--- src/rtl/noc_pkg.sv ---
// Shared NoC definitions: direction encodings, address fields, XY routing.
package noc_pkg;

  // One-hot port directions, also used as the switch request encoding
  localparam logic [4:0] DIR_L  = 5'b10000;
  localparam logic [4:0] DIR_R  = 5'b01000;
  localparam logic [4:0] DIR_U  = 5'b00100;
  localparam logic [4:0] DIR_D  = 5'b00010;
  localparam logic [4:0] DIR_PE = 5'b00001;

  // Address layout: X in the upper byte, Y in the lower byte
  localparam int ADDR_FIELD_W = 8;
  localparam int ADDR_X       = 8;
  localparam int ADDR_Y       = 0;

  // Presentation FSM states
  typedef enum logic {
    ST_IDLE,
    ST_LOCKED
  } lock_state_t;

  // Dimension-ordered routing: resolve X first, then Y, then eject
  function automatic logic [4:0] xy_route(input logic [15:0] cur,
                                          input logic [15:0] dest);
    logic [ADDR_FIELD_W-1:0] cx;
    logic [ADDR_FIELD_W-1:0] cy;
    logic [ADDR_FIELD_W-1:0] dx;
    logic [ADDR_FIELD_W-1:0] dy;
    cx = cur[ADDR_X +: ADDR_FIELD_W];
    cy = cur[ADDR_Y +: ADDR_FIELD_W];
    dx = dest[ADDR_X +: ADDR_FIELD_W];
    dy = dest[ADDR_Y +: ADDR_FIELD_W];
    if (dx > cx)      xy_route = DIR_R;
    else if (dx < cx) xy_route = DIR_L;
    else if (dy > cy) xy_route = DIR_U;
    else if (dy < cy) xy_route = DIR_D;
    else              xy_route = DIR_PE;
  endfunction

endpackage

--- src/rtl/vc_fifo.sv ---
// Per-virtual-channel FIFO holding {route, flit}; any depth, wrap-around pointers.
module vc_fifo #(
  parameter int WIDTH = 69,
  parameter int DEPTH = 4,
  localparam int CW = $clog2(DEPTH + 1),
  localparam int PW = (DEPTH > 1) ? $clog2(DEPTH) : 1
) (
  input  logic             clk,
  input  logic             rst,
  input  logic             push,
  input  logic             pop,
  input  logic             clear,
  input  logic [WIDTH-1:0] din,
  output logic [WIDTH-1:0] dout,
  output logic [CW-1:0]    count,
  output logic             full,
  output logic             empty
);

  logic [WIDTH-1:0] mem [DEPTH];
  logic [PW-1:0]    wr_ptr;
  logic [PW-1:0]    rd_ptr;
  logic             do_push;
  logic             do_pop;

  // Pointers wrap at DEPTH-1 explicitly so non-power-of-two depths work
  function automatic logic [PW-1:0] next_ptr(input logic [PW-1:0] p);
    if (p == PW'(DEPTH - 1)) next_ptr = '0;
    else                     next_ptr = p + 1'b1;
  endfunction

  assign full    = (count == CW'(DEPTH));
  assign empty   = (count == '0);
  assign do_pop  = pop && !empty;
  assign do_push = push && (!full || do_pop);
  assign dout    = mem[rd_ptr];

  // Pointer and occupancy bookkeeping; clear wins over push and pop
  always_ff @(posedge clk or negedge rst) begin
    if (!rst) begin
      wr_ptr <= '0;
      rd_ptr <= '0;
      count  <= '0;
    end else if (clear) begin
      wr_ptr <= '0;
      rd_ptr <= '0;
      count  <= '0;
    end else begin
      if (do_push) wr_ptr <= next_ptr(wr_ptr);
      if (do_pop)  rd_ptr <= next_ptr(rd_ptr);
      case ({do_push, do_pop})
        2'b10:   count <= count + 1'b1;
        2'b01:   count <= count - 1'b1;
        default: count <= count;
      endcase
    end
  end

  // Storage array, written at the tail on every accepted push
  always_ff @(posedge clk) begin
    if (do_push && !clear) mem[wr_ptr] <= din;
  end

endmodule

--- src/rtl/input_port_vc.sv ---
// Multi-VC router input port: buffers flits per VC, routes XY on write,
// and presents one locked head flit at a time to the switch allocator.
module input_port_vc import noc_pkg::*; #(
  parameter int          DATA_WIDTH      = 64,
  parameter logic [15:0] CURRENT_ADDRESS = 16'h0000,
  parameter logic [4:0]  DIRECTION       = 5'b00001,
  parameter int          VC_COUNT        = 2,
  parameter int          BUFFER_DEPTH    = 4,
  localparam int VCW = (VC_COUNT > 1) ? $clog2(VC_COUNT) : 1,
  localparam int CW  = $clog2(BUFFER_DEPTH + 1)
) (
  input  logic                   clk,
  input  logic                   rst,
  input  logic                   si,
  input  logic [VCW-1:0]         vci,
  input  logic [DATA_WIDTH-1:0]  datai,
  output logic [VC_COUNT-1:0]    ri,
  input  logic                   sig_buffer_clear,
  input  logic [4:0]             gnt,
  output logic [4:0]             req,
  output logic [DATA_WIDTH-1:0]  datao,
  output logic [VCW-1:0]         vco,
  output logic [VC_COUNT*CW-1:0] occupancy,
  output logic                   route_err
);

  localparam int FW = DATA_WIDTH + 5;

  lock_state_t         state;
  logic                ready_en;
  logic [VCW-1:0]      rr_ptr;
  logic [4:0]          in_route;
  logic [FW-1:0]       fifo_dout  [VC_COUNT];
  logic [CW-1:0]       fifo_count [VC_COUNT];
  logic [VC_COUNT-1:0] fifo_full;
  logic [VC_COUNT-1:0] fifo_empty;
  logic [VC_COUNT-1:0] push_vec;
  logic [VC_COUNT-1:0] pop_vec;
  logic                grant_hit;
  logic                pick_valid;
  logic [VCW-1:0]      pick_vc;
  logic [FW-1:0]       head_word;

  assign in_route  = xy_route(CURRENT_ADDRESS, datai[15:0]);
  assign grant_hit = (state == ST_LOCKED) && (gnt == req) && !sig_buffer_clear;
  assign route_err = (|push_vec) && (in_route == DIRECTION) && (DIRECTION != DIR_PE);

  // Per-VC pop/ready/push; a full VC being popped this cycle still takes a flit
  always_comb begin
    pop_vec  = '0;
    ri       = '0;
    push_vec = '0;
    for (int v = 0; v < VC_COUNT; v++) begin
      pop_vec[v]  = grant_hit && (vco == VCW'(v));
      ri[v]       = ready_en && (!fifo_full[v] || pop_vec[v]);
      push_vec[v] = si && (vci == VCW'(v)) && ri[v] && !sig_buffer_clear;
    end
  end

  for (genvar g = 0; g < VC_COUNT; g++) begin : g_vc
    vc_fifo #(
      .WIDTH (FW),
      .DEPTH (BUFFER_DEPTH)
    ) u_fifo (
      .clk   (clk),
      .rst   (rst),
      .push  (push_vec[g]),
      .pop   (pop_vec[g]),
      .clear (sig_buffer_clear),
      .din   ({in_route, datai}),
      .dout  (fifo_dout[g]),
      .count (fifo_count[g]),
      .full  (fifo_full[g]),
      .empty (fifo_empty[g])
    );
    assign occupancy[g*CW +: CW] = fifo_count[g];
  end

  // Round-robin VC pick: first non-empty VC at or after the pointer
  always_comb begin
    pick_valid = 1'b0;
    pick_vc    = '0;
    for (int i = 0; i < VC_COUNT; i++) begin
      for (int v = 0; v < VC_COUNT; v++) begin
        if (!pick_valid && (v == (int'(rr_ptr) + i) % VC_COUNT) && !fifo_empty[v]) begin
          pick_valid = 1'b1;
          pick_vc    = VCW'(v);
        end
      end
    end
  end

  // Head word of the picked VC
  always_comb begin
    head_word = '0;
    for (int v = 0; v < VC_COUNT; v++) begin
      if (VCW'(v) == pick_vc) head_word = fifo_dout[v];
    end
  end

  // Upstream ready stays low through reset and rises on the first clock after it
  always_ff @(posedge clk or negedge rst) begin
    if (!rst) ready_en <= 1'b0;
    else      ready_en <= 1'b1;
  end

  // Lock FSM: latch a head flit in IDLE, hold it until a matching grant pops it
  always_ff @(posedge clk or negedge rst) begin
    if (!rst) begin
      state  <= ST_IDLE;
      rr_ptr <= '0;
      req    <= '0;
      datao  <= '0;
      vco    <= '0;
    end else if (sig_buffer_clear) begin
      state  <= ST_IDLE;
      rr_ptr <= '0;
      req    <= '0;
      datao  <= '0;
      vco    <= '0;
    end else begin
      case (state)
        ST_IDLE: begin
          if (pick_valid) begin
            state <= ST_LOCKED;
            req   <= head_word[FW-1 -: 5];
            datao <= head_word[DATA_WIDTH-1:0];
            vco   <= pick_vc;
          end
        end
        ST_LOCKED: begin
          if (grant_hit) begin
            state  <= ST_IDLE;
            req    <= '0;
            rr_ptr <= (vco == VCW'(VC_COUNT - 1)) ? '0 : vco + 1'b1;
          end
        end
        default: state <= ST_IDLE;
      endcase
    end
  end

endmodule

--- config.mk ---
export PLATFORM = sky130hd
export DESIGN_NAME = input_port_vc
export DESIGN_NICKNAME = d
export VERILOG_FILES = /design/src/rtl/noc_pkg.sv /design/src/rtl/vc_fifo.sv /design/src/rtl/input_port_vc.sv
export SDC_FILE = /design/constraint.sdc
export NUM_CORES = 1
export LEC_CHECK = 0
export CORE_MARGIN = 3
export CORE_UTILIZATION = 55
export CTS_CLUSTER_SIZE = 14
export DETAILED_ROUTE_END_ITERATION = 6
export MAX_ROUTING_LAYER = met4
export PLACE_DENSITY = 0.75
export SLEW_MARGIN = 20
export SYNTH_ARGS = -nofsm -noshare
export SYNTH_HDL_FRONTEND = slang
export SYNTH_SLANG_ARGS = --single-unit
--- constraint.sdc ---
create_clock -name clk -period 6.7 [get_ports clk]
set_clock_uncertainty 0.05 [all_clocks]
set_input_delay 0.67 -clock clk [delete_from_list [all_inputs] [get_ports clk]]
set_output_delay 0.67 -clock clk [all_outputs]
set_load 0.1 [all_outputs]
### M1 wires, run 1

Scale: 1 px per um.
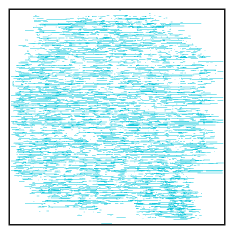
- nets with wire on the layer: 1,346
- wire length on this layer: 20.5 mm
- longest straight run: 58.4 um
- share of all routed wire: 43%
vias after detailed routing: 11,508
GR Layer Usage met1: 30.4%
Routed WL: 47,400 um

### Sequential cells colored by netlist name, run 1

Scale: 2 px per um. Other sequential cells in the stronger gray, the rest of the logic in the fainter gray.
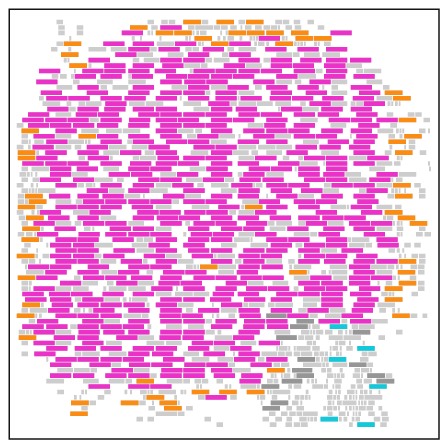
- g_vc.u_fifo.count: cyan (flops 6; where south-east)
- datao: orange (flops 64; where all over the die)
- g_vc.u_fifo.mem: magenta (flops 536)
- not colored: 15
sequential power: 4.39 mW
flop share of the area: 65.7%
Layout Utilization: 65.6%
storage element area: 0.0182 mm^2

==> run summary, run 1 <==
Physical implementation

By area the synthesized netlist is led by edfxtp_1, mux4_2, dfrtp_1. The area of the synthesized netlist per yosys stat is 0.0238 mm^2. After clock tree synthesis, the setup repair step added 0 buffers. The launching instance or port of the critical path is gnt[1]. Per the CTS log, the maximum H-tree level is 2.

For reference, the post-synthesis area per instance comes to 20.4 um^2. The global route total overflow is 0. The initial antenna violation count is 3. The total leakage power is 9.42 nW. The core area is 0.0423 mm^2. After clock tree synthesis, the repair step resized 0 gates.

The net switching power is 2.43 mW. The number of placement rows is 75. Among logic cells in the layout, the one with the most instances is edfxtp_1. The total power density per cell area is 315 mW/mm^2. The post-route netlist has 18.7% of its cells at a drive strength greater than 1. Data arrives at the worst endpoint at 3890 ps.

The number of warning messages in the logs is 32. The number of standard cells in the layout, taps in and fillers out is 1,960. The via count of the first global-routing pass is 12,169. The detailed-routing iteration count for the pre-antenna-repair pass is 5. The number of port buffers is 149. Measured against its own limit, the worst slew margin works out to 24.7%. The post-synthesis cell count is 1,169.

The flow ran to the end, and the final reports show no timing, DRC or antenna violations. The die is 214 um wide. The maximum number of pins on one net before global-route repair is 70. The cell type of the slowest stage on the worst timing path is clkdlybuf4s50_1. Of the total power, combinational logic draws 14.3%. TritonCTS built the clock tree. The half-perimeter wire length after placement is 26,600 um. The number of standard cells reported by yosys is 1,169.

The count of endpoints failing hold in the final timing report is 0. On the reported timing paths, the clock transition at the registers reads 60 ps. Setup repair after global routing left no endpoint under its margin. The synthesized design contains 621 register bits. The first global-routing pass estimated 73,800 um of wire. The cell at the root of the clock tree is clkbuf_16. The category of the worst setup path capture point is an output port. STA classifies the critical path startpoint as an input port. The class of the tightest hold or removal check is in -> async. The number of CTS-inserted buffers is 58.

The starting utilization of the core area is 56.3%. Of the total power, registers draw 50.1%. The number of buffers on the longest clock path is 3.

The max-slew violation count is 0. The max-cap violation count is 0. The critical-path maximum fanout is 12.

By instance count after routing, the leading logic cell types are edfxtp_1, clkdlybuf4s50_1, mux4_2, dfrtp_1, nand2_1. Counting every sink on the clock net gives 621. The largest vdd supply drop is 0.321 mV.

For this run, the detailed router reports a per-instance via density of 5.87. In this run, the number of DRC markers left after iteration 0 of detailed routing was 1,005. Of all flip-flops after synthesis, the portion carrying an async set or reset was 13.7%. The final timing report derives a shortest allowable period of 4610 ps. The finished cells cover 0.0278 mm^2. The clock reaches the later pin of the worst-skew pair after 610 ps. In this run, placement finished with an instance count of 1,847. The launching point of the worst reg2reg path is state. The number of nets in the finished design is 1,418.

The internal power of the cells totals 6.34 mW. Among all flip-flop cells after synthesis, the most frequent one is edfxtp_1. Counting cells, the worst reg-to-reg path comes to 6. In this design, the critical path's most frequently occurring cell is clkdlybuf4s50_1. Looking at the power breakdown, the clock network takes 35.6% of the total. Among all stages on the critical path, the maximum delay recorded is 1140 ps.

The die height is 214 um. The area of the chip is 0.0458 mm^2.
### Routing congestion, run 1

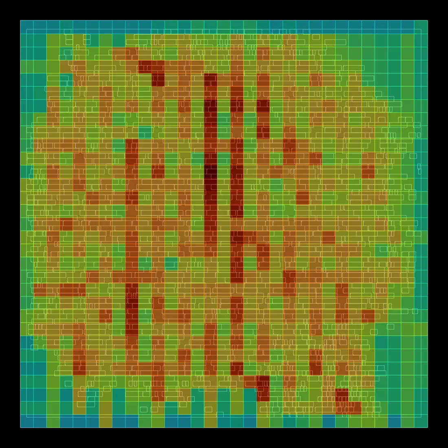
aggregate global-route resource usage: 21.7%
met3 capacity usage during global routing: 3.54%
busiest layer in global routing: met2
Routed wire per std cell: 24.2 um
Global Route met2 Usage: 34.0%

## run 1: worst min path at each step
stage / startpoint / end / slack, ps
CTS: rst / datao[53] / 20
floorplan: rst / datao[0] / 320
global route: rst / datao[59] / 50
finish: rst / datao[59] / 20
global placement: datao[54] / datao[54] / 410
detailed placement: datao[18] / datao[18] / 420
## run 1: layout make-up
cell class	instances	area share, %
inverters	6	0.0811
well taps	577	2.60
clock buffers	84	5.94
repair buffers	164	5.86
multi-input cells	481	19.2
diodes	3	0.0270
clock inverters	24	0.604
flip-flops and latches	621	65.7
## run 1: logic make-up (layout without fill, tap and decap cells)
family	count (synthesis)	in the layout	synth area share, %
muxes	207	207	15.7
buffers and inverters	69	278	1.30
other	2	7	0.0315
AOI/OAI and AO/OA	101	101	2.51
adders and majority gates	12	12	0.693
and+or+nand+nor	154	154	3.10
xor gates and xnor gates	3	3	0.110
DFF	621	621	76.5
## run 1: cell usage after synthesis, types with 2 or more instances
library cell  instances
o21ai_0              70
mux2i_1              71
buf_1                 4
a22o_1                5
buf_2                11
nand3b_1              3
conb_1                2
nand3_1               4
nor2_1               24
a31oi_1               2
clkbuf_1             41
or3_1                 4
ha_1                 10
fa_1                  2
and2_1                6
edfxtp_1            536
buf_4                 5
inv_1                 6
a311oi_1              2
xor2_1                3
nand2_1              81
nor4_1                5
dfrtp_1              85
mux2_2                2
a21oi_1              11
nor3_1               10
and3_1                5
mux4_2              134
## run 1: state kept, by name (all words and copies together), names as in the netlist, 3 cells and up
signal and cells:
g_vc.u_fifo.count 6, req 3, g_vc.u_fifo.wr_ptr 4, g_vc.u_fifo.mem 536, datao 64, g_vc.u_fifo.rd_ptr 4
## run 1: power by group through the flow
stage                     registers (mW)  logic (mW)  clock network, mW
final                               4.39        1.25               3.12
after global routing                4.40        1.30               3.33
after CTS                           4.39        1.26               3.17
after detailed placement            4.47        1.26                  0
after global placement              4.46        1.24                  0
after floorplan                     5.14       0.198                  0
## run 1: through the flow
stage          power (mW)  setup WS [ps]  hold WS [ps]
2_1_floorplan        5.34           2440           324
3_3_place_gp         5.70           2100           415
3_5_place_dp         5.73           2070           421
4_1_cts              8.82           2070          23.0
5_1_grt              9.04           2000          51.0
6_report             8.76           2090          23.3
## run 1: critical path, delay by kind of cell
kind / cells / cell delay (ps)
buf+inv: 2 / 1540
simple gates: 3 / 1280
compound gates: 1 / 390
## run 1: layer usage
metal / track usage (%) / part of all wire, %
met1: 30.4 / 43
met2: 34.0 / 48
met3: 3.54 / 6.2
met4: 5.72 / 2.0
met5: - / 0
==> run 2: changes to the inputs <==
--- a/config.mk
+++ b/config.mk
@@ -6,7 +6,7 @@
 export NUM_CORES = 1
 export LEC_CHECK = 0
 export CORE_MARGIN = 3
-export CORE_UTILIZATION = 55
+export CORE_UTILIZATION = 53
 export CTS_CLUSTER_SIZE = 14
 export DETAILED_ROUTE_END_ITERATION = 6
 export MAX_ROUTING_LAYER = met4
==> constraint.sdc (replaced) <==
create_clock -name clk -period 3.89 [get_ports clk]
set_clock_uncertainty 0.05 [all_clocks]
set_input_delay 0.389 -clock clk [delete_from_list [all_inputs] [get_ports clk]]
set_output_delay 0.389 -clock clk [all_outputs]
set_load 0.1 [all_outputs]
### Close-up of the layout, run 2

Window x 151 to 176, y 151 to 176 um. Cells in gray, sequential cells in the stronger gray; small squares are vias.
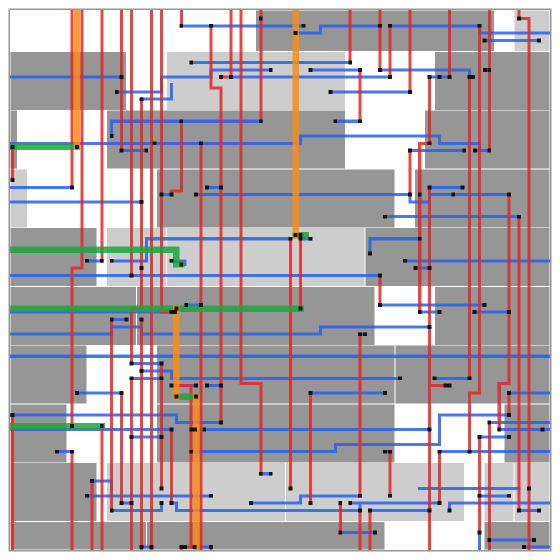
- metal 3: green
- metal 1: blue
- metal 4: orange
- metal 2: red
- most frequent: edfxtp_1 (11), mux4_2 (3)
- sequential cells in the window: 11
- cells with their middle in the window: 17
- netlist names of flops here include: g_vc.u_fifo.mem (11)

==> run summary, run 2 <==
Physical implementation

The fraction of final layout cells with drive strength greater than 1 is 19.8% (was 18.7%). The synthesized area divided by synthesized cell count is 20.4 um^2 (unchanged). The number of CTS-inserted buffers is 59 (was 58). Result of the run: complete, no violations (unchanged). The internal power consumption is 10.9 mW (was 6.34 mW). The combined buffer and inverter count along the critical path is 1 (was 2). The ratio of routed vias to standard cells was 5.85 (was 5.87). The most common cell in the synthesized netlist is edfxtp_1 (unchanged). The post-synthesis share of cell area spent on and-or and or-and gates is 2.51% (unchanged). The cell type of the slowest stage on the worst timing path was or4_4 (was clkdlybuf4s50_1). The class of the tightest hold or removal check is in -> async (unchanged). The clock-pin slew reported for the worst setup and hold paths after clock tree synthesis is 60 ps (about the same). The source-to-sink clock delay at the later pin of the worst-skew pair is 610 ps (about the same). The final timing report derives a shortest allowable period of 3370 ps. The DRC marker count from the first detailed-route iteration is 966 (was 1,005).

The xor and xnor fraction of the mapped netlist area came to 0.110% (unchanged). Cell types with the highest counts after synthesis: edfxtp_1, mux4_2, dfrtp_1, nand2_1, mux2i_1 (unchanged). The detailed-routing iteration count for the pre-antenna-repair pass is 5 (unchanged). The number of nets in the finished design is 1,442 (was 1,418). The flip-flop count of the largest register after layout is 536 (unchanged). The adder-cell area share of the yosys netlist is 0.693% (unchanged). The total power density per cell area is 534 mW/mm^2 (was 315 mW/mm^2). Main area contributors after synthesis: edfxtp_1, mux4_2, dfrtp_1 (unchanged).

The CTS sink count is 621 (unchanged). Unrepaired setup endpoints after global routing: no (unchanged). The max-slew violation count is 0 (unchanged).

The number of standard cells reported by yosys is 1,169 (unchanged). The cell at the root of the clock tree is clkbuf_16 (unchanged). The family of cells with the greatest summed delay on the critical path was simple AND/OR/NAND/NOR gates (was buffers and inverters).

The arrival time reported for the critical path endpoint is 2930 ps (was 3890 ps). The number of placed instances with taps included is 1,886 (was 1,847). The part of the power in combinational logic is 14.6% (was 14.3%).

The half-perimeter wire length after placement is 30,000 um (was 26,600 um). The count of endpoints failing hold in the final timing report is 0 (unchanged). The simple-gate share of the synthesized area came to 3.10% (unchanged). The starting utilization of the core area came to 53.7% (was 56.3%). The register bit total from synthesis is 621 (unchanged).

The number of buffers on the longest clock path is 3 (unchanged). The die height was 218 um (was 214 um). The max-cap violation count is 0 (unchanged). The global route total overflow came to 0 (unchanged). Regs by FF count: g_vc.u_fifo.mem (536), datao (64), g_vc.u_fifo.count (6) (unchanged). The most flop-heavy register is g_vc.u_fifo.mem (unchanged). The post-CTS setup-driven buffer insertion count is 0 (unchanged). The proportion of power drawn by flip-flops and latches came to 50.2% (was 50.1%). The area of the chip is 0.0475 mm^2 (was 0.0458 mm^2). The primary flip-flop cell chosen by synthesis mapping is edfxtp_1 (unchanged). The global-route wire length before repair was 75,700 um (was 73,800 um). The peak per-stage delay on the critical path is 650 ps (was 1140 ps).

The startpoint kind of the worst setup timing path is a flop (was input port). Most common logic cells in the final layout: edfxtp_1, clkdlybuf4s50_1, mux4_2, dfrtp_1, nand2_1 (unchanged). The core area is 0.0443 mm^2 (was 0.0423 mm^2). The proportion of synthesized area in mux cells came to 15.7% (unchanged). The area of all sequential standard cells came to 0.0182 mm^2 (unchanged). The number of port buffers is 149 (unchanged). The total leakage power came to 9.59 nW (was 9.42 nW). The largest vdd supply drop is 0.513 mV (was 0.321 mV).

The via count of the first global-routing pass was 12,182 (was 12,169). The x dimension of the die is 218 um (was 214 um). The number of standard cells in the layout, taps in and fillers out came to 2,001 (was 1,960). The number of warning messages in the logs is 32 (unchanged). The area of the synthesized netlist per yosys stat is 0.0238 mm^2 (unchanged).

The most common logic cell in the routed design is edfxtp_1 (unchanged). The prevailing logic family in the synthesized netlist was multiplexers (unchanged). The number of placement rows is 77 (was 75).

The post-synthesis cell count is 1,169 (unchanged). The category of the worst setup path capture point is an output port (unchanged). The share of synthesized registers carrying an async set or reset is 13.7% (unchanged).
### M1 wires, run 2

Scale: 1 px per um.
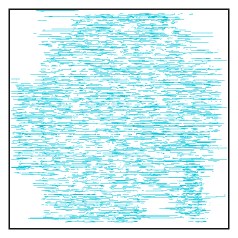
- longest straight run: 73.4 um
- wire length on this layer: 20.9 mm
GR Layer Usage met1: 30.9%
Routed WL: 49,100 um
vias after detailed routing: 11,700

-- run 2: netlist changes by cell type in the layout (fill, tap and decap cells not counted), moves of 2 or more --
cell             previous run  this run
inv_6                       3         1
clkinv_2                   10        12
buf_12                      2        23
clkinvlp_4                  2         0
clkbuf_16                  59        61
diode_2                     3         5
clkdlybuf4s50_1           148       146
clkinv_1                    7        11
clkbuf_8                    8         5
buf_4                      14        17
-- run 2: timing repair --
action / in CTS / in global routing
hold endpoints to repair: 55 / 0
gates resized: 0 / 0
hold buffers: 1 / 0
-- run 2: worst register-to-register path, delay by kind of cell, from the launching register on --
| family | cells | cell delay [ps] |
|---|---|---|
| flip-flops | 1 | 390 |
| AND-OR/OR-AND | 1 | 230 |
| AND/OR/NAND/NOR | 4 | 1790 |
| buffers and inverters | 1 | 270 |
-- run 2: final cells by class --
class | count | area share, %
Antenna cell | 5 | 0.0444
Clock inverter | 25 | 0.422
Timing Repair Buffer | 187 | 7.30
Sequential cell | 621 | 64.7
Multi-Input combinational cell | 481 | 19.0
Tap cell | 592 | 2.63
Clock buffer | 84 | 5.90
Inverter | 6 | 0.0799
-- run 2: cell families after synthesis --
logic type,count (synthesis)
flip-flops,621
multiplexers,207
AND/OR/NAND/NOR,154
AND-OR/OR-AND,101
buffers and inverters,69
adder cells (fa/ha/maj),12
XOR/XNOR,3
other,2
-- run 2: layer usage --
metal | vias to the layer above | GRT usage (%) | wire length, um
met5 | - | - | 0
met3 | 87 | 4.33 | 3060
met4 | 0 | 5.35 | 1120
met2 | 382 | 33.7 | 24000
met1 | 6126 | 30.9 | 20900
li1 | 5105 | - | -
-- run 2: path summary, 6_finish.rpt --
path / start / end / cells after the start
worst min register to register: datao[18] / datao[18] / 2
worst max-delay path: state / ri[0] / 5
max in group asynchronous: rst / datao[29] / 3
worst min-delay path: rst / g_vc[0].u_fifo.count[0] / 2
min in group clk: datao[18] / datao[18] / 2
worst max register to register: state / g_vc[1].u_fifo.mem[0][43] / 6
-- run 2: power by group through the flow --
stage                     logic [mW]  clock network [mW]  registers [mW]
after floorplan                0.340                   0            8.85
after global placement          2.19                   0            7.69
after detailed placement        2.21                   0            7.70
after CTS                       2.22                5.40            7.56
after global routing            2.28                5.68            7.58
final                           2.19                5.30            7.56
-- run 2: stage by stage --
stage / power [mW] / hold WS (ps) / instance area [um^2] / setup WS (ps)
after floorplan: 9.19 / 43.4 / 23800 / 261
after global placement: 9.88 / 411 / 26400 / 401
after detailed placement: 9.90 / 419 / 26400 / 442
after CTS: 15.2 / 393 / 28200 / 467
after global routing: 15.5 / 439 / 28200 / 430
final: 15.0 / 376 / 28200 / 520
==> run 3: changes to the inputs <==
--- a/config.mk
+++ b/config.mk
@@ -6,7 +6,7 @@
 export NUM_CORES = 1
 export LEC_CHECK = 0
 export CORE_MARGIN = 3
-export CORE_UTILIZATION = 53
+export CORE_UTILIZATION = 55
 export CTS_CLUSTER_SIZE = 14
 export DETAILED_ROUTE_END_ITERATION = 6
 export MAX_ROUTING_LAYER = met4
==> constraint.sdc (replaced) <==
create_clock -name clk -period 3.5 [get_ports clk]
set_clock_uncertainty 0.05 [all_clocks]
set_input_delay 0.35 -clock clk [delete_from_list [all_inputs] [get_ports clk]]
set_output_delay 0.35 -clock clk [all_outputs]
set_load 0.1 [all_outputs]
### Routing congestion, run 3

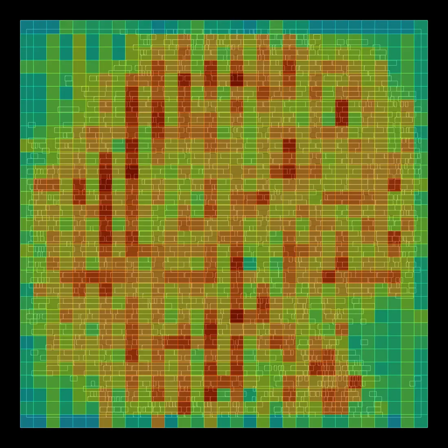
aggregate global-route resource usage: 22.8%
Layout Utilization: 67.0%
Global Route met2 Usage: 37.1%
GR Layer Usage met1: 30.1%
Routed wire per std cell: 24.8 um

==> run summary, run 3 <==
Physical implementation

The CTS tree is built (unchanged). The time the final worst path needs with I/O delays and setup is 3260 ps. Main area contributors after synthesis: edfxtp_1, mux4_2, dfrtp_1 (unchanged). The category of the worst setup path capture point is an output port (unchanged). The H-tree depth reported by CTS is 2 (unchanged).

The share of synthesized registers carrying an async set or reset is 13.7% (unchanged). The max-slew headroom at the worst pin is 27.0% (was 26.0%). The register bit total from synthesis is 621 (unchanged). The startpoint kind of the worst setup timing path is a flop (unchanged). Most common logic cells in the final layout: edfxtp_1, clkdlybuf4s50_1, mux4_2, dfrtp_1, nand2_1 (unchanged). The post-synthesis cell count came to 1,169 (unchanged). Result of the run: complete, no violations (unchanged). The x dimension of the die was 214 um (was 218 um). The number of nets in the finished design was 1,447 (was 1,442). The most common logic cell in the routed design is edfxtp_1 (unchanged). The via count of the first global-routing pass is 12,562 (was 12,182). The number of warning messages in the logs is 32 (unchanged).

The global route total overflow is 0 (unchanged). The max-slew violation count was 0 (unchanged). The routed wire length on met3 is 3090 um (was 3060 um). The half-perimeter wire length after placement was 29,400 um (was 30,000 um). The number of gates resized after cts is 0 (unchanged). The post-CTS setup-driven buffer insertion count came to 0 (unchanged). The count of endpoints failing hold in the final timing report is 0 (unchanged). The total power density per cell area is 599 mW/mm^2 (was 534 mW/mm^2). Regs by FF count: g_vc.u_fifo.mem (536), datao (64), g_vc.u_fifo.count (6) (unchanged). The maximum number of pins on one net before global-route repair is 67 (was 70).

The largest vdd supply drop was 0.596 mV (was 0.513 mV). The ratio of routed vias to standard cells is 5.90 (was 5.85). The cell at the root of the clock tree is clkbuf_16 (unchanged). The primary flip-flop cell chosen by synthesis mapping is edfxtp_1 (unchanged). The most flop-heavy register is g_vc.u_fifo.mem (unchanged). The peak per-stage delay on the critical path was 550 ps (was 650 ps). The number of CTS-inserted buffers came to 58 (was 59). The fraction of final layout cells with drive strength greater than 1 was 20.6% (was 19.8%). The part of the power in combinational logic is 14.4% (was 14.6%).

The length in cells of the worst reg-to-reg path is 9 (was 6). The highest routing layer actually used was met4 (unchanged).
### M1 wires, run 3

Scale: 1 px per um.
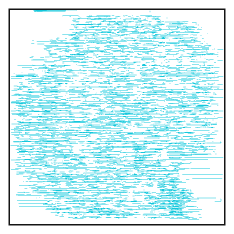
- main direction: horizontal
- longest straight run: 57.5 um
- nets with wire on the layer: 1,370
Routed WL: 49,400 um
vias after detailed routing: 11,741

==> run 3: cell count changes in the layout (fill, tap and decap cells not counted) <==
cell and change:
clkbuf_1 -5, buf_12 +4, buf_4 +3, bufinv_16 +3
clkbuf_8 +3, clkbuf_16 -2, clkinv_2 -2, clkinv_8 +2
diode_2 -2, clkdlybuf4s50_1 -1, inv_6 +1, nor2b_1 -1
nor2b_2 +1
==> run 3: timing repair <==
item / CTS / global route
setup endpoints to repair: 0 / 0
hold buffers: 1 / 0
hold endpoints to repair: 65 / 0
==> run 3: worst max path at each step <==
stage | startpoint | to | slack, ps | depth (start not counted)
floorplan | req[0] | g_vc[1].u_fifo.mem[0][0] | 80 | 5
global placement | gnt[1] | g_vc[0].u_fifo.mem[1][35] | 370 | 6
detailed placement | gnt[1] | g_vc[0].u_fifo.mem[3][35] | 350 | 6
CTS | state | ri[0] | 200 | 5
global route | state | ri[0] | 170 | 5
finish | state | ri[0] | 240 | 5
==> run 3: layout make-up <==
class | count | area [um^2]
flip-flops and latches | 621 | 18200
fillers | 2702 | 14000
multi-input cells | 481 | 5350
repair buffers | 193 | 2150
clock buffers | 80 | 1640
well taps | 577 | 722
clock inverters | 29 | 240
inverters | 6 | 22.5
diodes | 3 | 7.51
==> run 3: cells by family (layout without fill, tap and decap cells) <==
| family | count (synthesis) | count (layout) | share of synthesized area (%) |
|---|---|---|---|
| xor gates and xnor gates | 3 | 3 | 0.110 |
| buffers and inverters | 69 | 308 | 1.30 |
| adders and majority gates | 12 | 12 | 0.693 |
| AOI/OAI and AO/OA | 101 | 101 | 2.51 |
| muxes | 207 | 207 | 15.7 |
| other | 2 | 7 | 0.0315 |
| DFF | 621 | 621 | 76.5 |
| and+or+nand+nor | 154 | 154 | 3.10 |
==> run 3: metrics by stage <==
stage	util (%)	cells	area (um^2)	setup slack [ps]	hold slack, ps
2_1_floorplan	-	1171	23900	77.3	4.41
3_3_place_gp	62.5	1877	26500	373	410
3_5_place_dp	62.5	1877	26500	351	419
4_1_cts	67.0	1987	28400	201	398
5_1_grt	67.0	1989	28400	166	416
6_report	67.0	1990	28400	241	383
==> run 3: per-layer routing <==
layer  global-route usage [%]  vias up
met4                     5.90        0
met5                        -        -
met3                     4.53       79
li1                         -     5111
met1                     30.1     6181
met2                     37.1      370
==> run 3: power groups by stage <==
stage | Sequential [mW] | Combinational (mW) | Clock, mW
2_1_floorplan | 9.84 | 0.379 | 0
3_3_place_gp | 8.54 | 2.44 | 0
3_5_place_dp | 8.55 | 2.47 | 0
4_1_cts | 8.40 | 2.48 | 6.25
5_1_grt | 8.42 | 2.55 | 6.55
6_report | 8.40 | 2.45 | 6.13
No activity file was given, so power comes from the tool's default toggle rates.
